<file path="config.mk">
export PLATFORM = sky130hd
export DESIGN_NAME = proc_sequencer
export DESIGN_NICKNAME = d
export VERILOG_FILES = /design/src/rtl/proc_sequencer_pkg.sv /design/src/rtl/proc_seq_timer.sv /design/src/rtl/proc_sequencer.sv
export SDC_FILE = /design/constraint.sdc
export NUM_CORES = 1
export LEC_CHECK = 0
export CAP_MARGIN = 20
export CORE_AREA = 2 2 68 70
export DETAILED_ROUTE_END_ITERATION = 12
export DIE_AREA = 0 0 70 72
export PLACE_DENSITY = 0.77
export SLEW_MARGIN = 10
export SYNTH_ARGS = -nofsm -noshare
export SYNTH_HDL_FRONTEND = slang
export SYNTH_SLANG_ARGS = --single-unit
</file>
<file path="constraint.sdc">
create_clock -name CLK -period 4.59 [get_ports CLK]
set_clock_uncertainty 0.2 [all_clocks]
set_input_delay 0.459 -clock CLK [delete_from_list [all_inputs] [get_ports CLK]]
set_output_delay 0.459 -clock CLK [all_outputs]
set_load 0.03 [all_outputs]
</file>
<file path="src/rtl/proc_sequencer_pkg.sv">
// Shared definitions for the processor sequencer: state encodings, opcode
// constants and instruction-class helpers.
package proc_sequencer_pkg;

  typedef enum logic [2:0] {
    ST_IDLE   = 3'd0,
    ST_FETCH  = 3'd1,
    ST_DECODE = 3'd2,
    ST_EXE    = 3'd3,
    ST_MEM    = 3'd4,
    ST_WB     = 3'd5,
    ST_ERROR  = 3'd7
  } state_e;

  localparam logic [5:0] OP_RTYPE = 6'h00;
  localparam logic [5:0] OP_J     = 6'h02;
  localparam logic [5:0] OP_BEQ   = 6'h04;
  localparam logic [5:0] OP_BNE   = 6'h05;
  localparam logic [5:0] OP_PUSH  = 6'h1b;
  localparam logic [5:0] OP_POP   = 6'h1c;
  localparam logic [5:0] OP_LW    = 6'h23;
  localparam logic [5:0] OP_SW    = 6'h2b;
  localparam logic [5:0] FUNCT_JR = 6'h08;

  // Instructions that need a data-memory transaction.
  function automatic logic is_mem_op(input logic [5:0] op);
    return (op == OP_LW) || (op == OP_SW) || (op == OP_PUSH) || (op == OP_POP);
  endfunction

  // Memory instructions that write to memory.
  function automatic logic is_mem_write(input logic [5:0] op);
    return (op == OP_SW) || (op == OP_PUSH);
  endfunction

  // Everything writes the register file except stores, push, branches,
  // jump and jr.
  function automatic logic writes_rf(input logic [5:0] op, input logic [5:0] funct);
    logic no_wb;
    no_wb = (op == OP_SW) || (op == OP_PUSH) || (op == OP_BEQ) ||
            (op == OP_BNE) || (op == OP_J) ||
            ((op == OP_RTYPE) && (funct == FUNCT_JR));
    return !no_wb;
  endfunction

endpackage

</file>
<file path="src/rtl/proc_seq_timer.sv">
// Memory-handshake wait counter. Counts consecutive cycles with EN high,
// clears when CLR is high, and flags EXPIRED once WAIT_MAX waits have
// accumulated.
module proc_seq_timer #(
  parameter int unsigned WAIT_MAX = 8
) (
  input  logic CLK,
  input  logic RST,
  input  logic CLR,
  input  logic EN,
  output logic EXPIRED
);

  localparam logic [7:0] LIMIT = 8'(WAIT_MAX);

  logic [7:0] cnt_q;

  // Wait-cycle counter, saturating at the limit.
  always_ff @(posedge CLK or negedge RST) begin
    if (!RST) begin
      cnt_q <= '0;
    end else if (CLR) begin
      cnt_q <= '0;
    end else if (EN && (cnt_q != LIMIT)) begin
      cnt_q <= cnt_q + 8'd1;
    end
  end

  assign EXPIRED = (cnt_q == LIMIT);

endmodule

</file>
<file path="src/rtl/proc_sequencer.sv">
// Multi-cycle instruction sequencer: IDLE, FETCH, DECODE, EXE, optional MEM,
// WB. Outputs are decoded from state except IR_LOAD, which follows MEM_ACK
// during FETCH. Optional handshake timeout enabled by PROC_SEQ_TIMEOUT_EN.
module proc_sequencer
  import proc_sequencer_pkg::*;
#(
  parameter int unsigned CNT_W    = 16,
  parameter int unsigned WAIT_MAX = 8
) (
  input  logic             CLK,
  input  logic             RST,
  input  logic             RUN,
  input  logic             HALT,
  input  logic [31:0]      INSTRUCTION,
  input  logic             MEM_ACK,
  output logic [2:0]       STATE,
  output logic             MEM_REQ,
  output logic             MEM_WE,
  output logic             IR_LOAD,
  output logic             PC_LOAD,
  output logic             RF_WE,
  output logic             ERR,
  output logic [CNT_W-1:0] INSTR_CNT
);

  state_e           state_q, state_d;
  logic [31:0]      ir_q;
  logic [CNT_W-1:0] cnt_q;
  logic             expired;
  logic [5:0]       op;
  logic [5:0]       funct;

  assign op    = ir_q[31:26];
  assign funct = ir_q[5:0];

  // Only opcode and funct steer sequencing; the rest is held for the datapath.
  logic unused_ir_bits;
  assign unused_ir_bits = ^ir_q[25:6];

`ifdef PROC_SEQ_TIMEOUT_EN
  logic waiting;
  assign waiting = ((state_q == ST_FETCH) || (state_q == ST_MEM)) && !MEM_ACK;

  // Leaving a wait state or seeing ACK both drop 'waiting', which clears.
  proc_seq_timer #(
    .WAIT_MAX (WAIT_MAX)
  ) u_timer (
    .CLK     (CLK),
    .RST     (RST),
    .CLR     (!waiting),
    .EN      (waiting),
    .EXPIRED (expired)
  );
  assign ERR = (state_q == ST_ERROR);
`else
  logic [7:0] unused_wait_max;
  assign unused_wait_max = 8'(WAIT_MAX);
  assign expired = 1'b0;
  assign ERR     = 1'b0;
`endif

  // State, captured instruction and retired-instruction count.
  always_ff @(posedge CLK or negedge RST) begin
    if (!RST) begin
      state_q <= ST_IDLE;
      ir_q    <= '0;
      cnt_q   <= '0;
    end else begin
      state_q <= state_d;
      if (IR_LOAD) begin
        ir_q <= INSTRUCTION;
      end
      if (state_q == ST_WB) begin
        cnt_q <= cnt_q + CNT_W'(1);
      end
    end
  end

  // Next-state and Moore strobe decode; ACK wins over an expiring counter.
  always_comb begin
    state_d = state_q;
    MEM_REQ = 1'b0;
    MEM_WE  = 1'b0;
    PC_LOAD = 1'b0;
    RF_WE   = 1'b0;
    case (state_q)
      ST_IDLE: begin
        if (RUN) state_d = ST_FETCH;
      end
      ST_FETCH: begin
        MEM_REQ = 1'b1;
        if (MEM_ACK)      state_d = ST_DECODE;
        else if (expired) state_d = ST_ERROR;
      end
      ST_DECODE: begin
        state_d = ST_EXE;
      end
      ST_EXE: begin
        state_d = is_mem_op(op) ? ST_MEM : ST_WB;
      end
      ST_MEM: begin
        MEM_REQ = 1'b1;
        MEM_WE  = is_mem_write(op);
        if (MEM_ACK)      state_d = ST_WB;
        else if (expired) state_d = ST_ERROR;
      end
      ST_WB: begin
        PC_LOAD = 1'b1;
        RF_WE   = writes_rf(op, funct);
        state_d = HALT ? ST_IDLE : ST_FETCH;
      end
      ST_ERROR: begin
        state_d = ST_ERROR;
      end
      default: begin
        state_d = ST_IDLE;
      end
    endcase
  end

  assign IR_LOAD   = (state_q == ST_FETCH) && MEM_ACK;
  assign STATE     = state_q;
  assign INSTR_CNT = cnt_q;

endmodule

</file>
Logic cells by family:
(4 px per um)
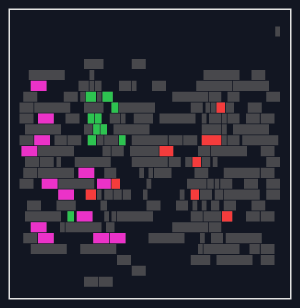
colour	family	cells	most used
green	aoi and oai cells	10	a21oi_1
red	and/or cells	8	and3_1
magenta	mux cells	13	mux2_2
leading cell type in the layout, fill and taps excluded: clkdlybuf4s50_1
Comb area share: 0.326

Port wiring:
(6 px per um)
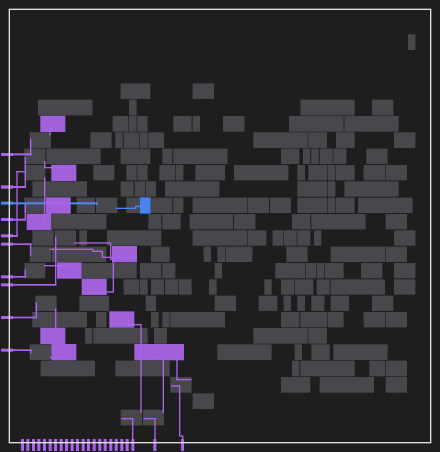
colour	port	bits	direction	edge	end cells	wire
blue	`RUN`	1	input	west	1	19.0 um
purple	`INSTRUCTION`	32	input	23 south, 9 west	12	182 um
num ports: 62
Port Buffers: 40

==> flow_summary.yaml <==
# physical design summary
run_status:
  status: "finished, final reports clean"
floorplan:
  core_area_sq_um: 4260
  rows: 24
  floorplan.core_util: 0.349
  die_h_um: 72
  die_w_um: 70
  dieArea_sq_um: 5040
global_routing:
  antenna_found_initial: 0
  grt_pass1_vias: 1038
  met3_usage: 0.0500
  grt_pass1_wl_um: 4800
  grt_usage: 0.124
final_layout:
  buffers_excl_clock: 42
  sh_seq_area: 0.382
  syn2layout_area_growth_pct: 36.8
  fin_cells: 230
  largest_class: "registers"
  comb_cells: 93
  nFillCells: 405
  nonClkBufAreaFrac: 0.204
setup_path:
  slowest_stage: "clkdlybuf4s50_1"
  r2r-end: "INSTR_CNT[12]"
  cp_num_cells: 4
  r2r_cells: 4
  r2r_setup_slack_ns: 2.63
  path_delay_family: "buffers and inverters"
routing:
  firstDrtPassIters: 4
  highest-signal-layer: "met4"
  avgViaCountPerCell: 4.80
  route.met2.wl_um: 1240
  wirelength_um: 2800
  vias: 1104
logic_synthesis:
  ys_seq_frac: 0.522
  syn_nets: 171
  top_cells_by_count: "dfrtp_1, nand2_1, mux2_2, xnor2_1, nor2_1"
  ys_async_sr_fraction: 1.00
  syn_area_sq_um: 1490
  top_cell: "dfrtp_1"
  ys_cells: 133
  edf_count: 0
  ff_type: "dfrtp_1"
clock_tree:
  clkLatencyLatePin_ns: 0.29
  cts_inserted_buffers: 5
  htree_levels: 2
  cts_resized: 0
  clock-sinks: 31
power_and_ir_drop:
  sequentialPowerShare: 0.415
  intPower_uw: 714
  p_total_mw: 1.13
  p_comb_frac: 0.377
  leakagePower_nw: 0.885
  irDropWorstVdd_uv: 262
  power_top_consumer: "sequential cells"
final_timing:
  timing.fmax_mhz: 357
  period_used_share: 0.610
  final_hold_viol_count: 0
placement:
  dp_cells: 222
  dp_hpwl_um: 2100
  routabilityCongestion: 0.713
job:
  maxCapViolations: 0
worst_hold_path:
  min_path_type: "reg -> reg"
  min_path_cells: 1
## worst max path at each step
stage	start	endpoint	slack (ns)
floorplan	STATE[2]	RF_WE	2.07
global placement	MEM_ACK	IR_LOAD	1.83
detailed placement	MEM_ACK	IR_LOAD	1.81
CTS	ir_q[30]	RF_WE	1.73
global route	STATE[0]	IR_LOAD	1.66
finish	ir_q[30]	RF_WE	1.79
## state kept, by name, summed over array words and instances (netlist names)
name	count
INSTR_CNT	16
ir_q	12
STATE	3
## kinds of logic after synthesis
logic type      share of synthesized area
other cells                       0.00252
xor+xnor                            0.100
buf+inv                            0.0328
fa+ha+maj                         0.00842
mux                                0.0976
simple gates                        0.193
flops                               0.522
compound gates                     0.0438
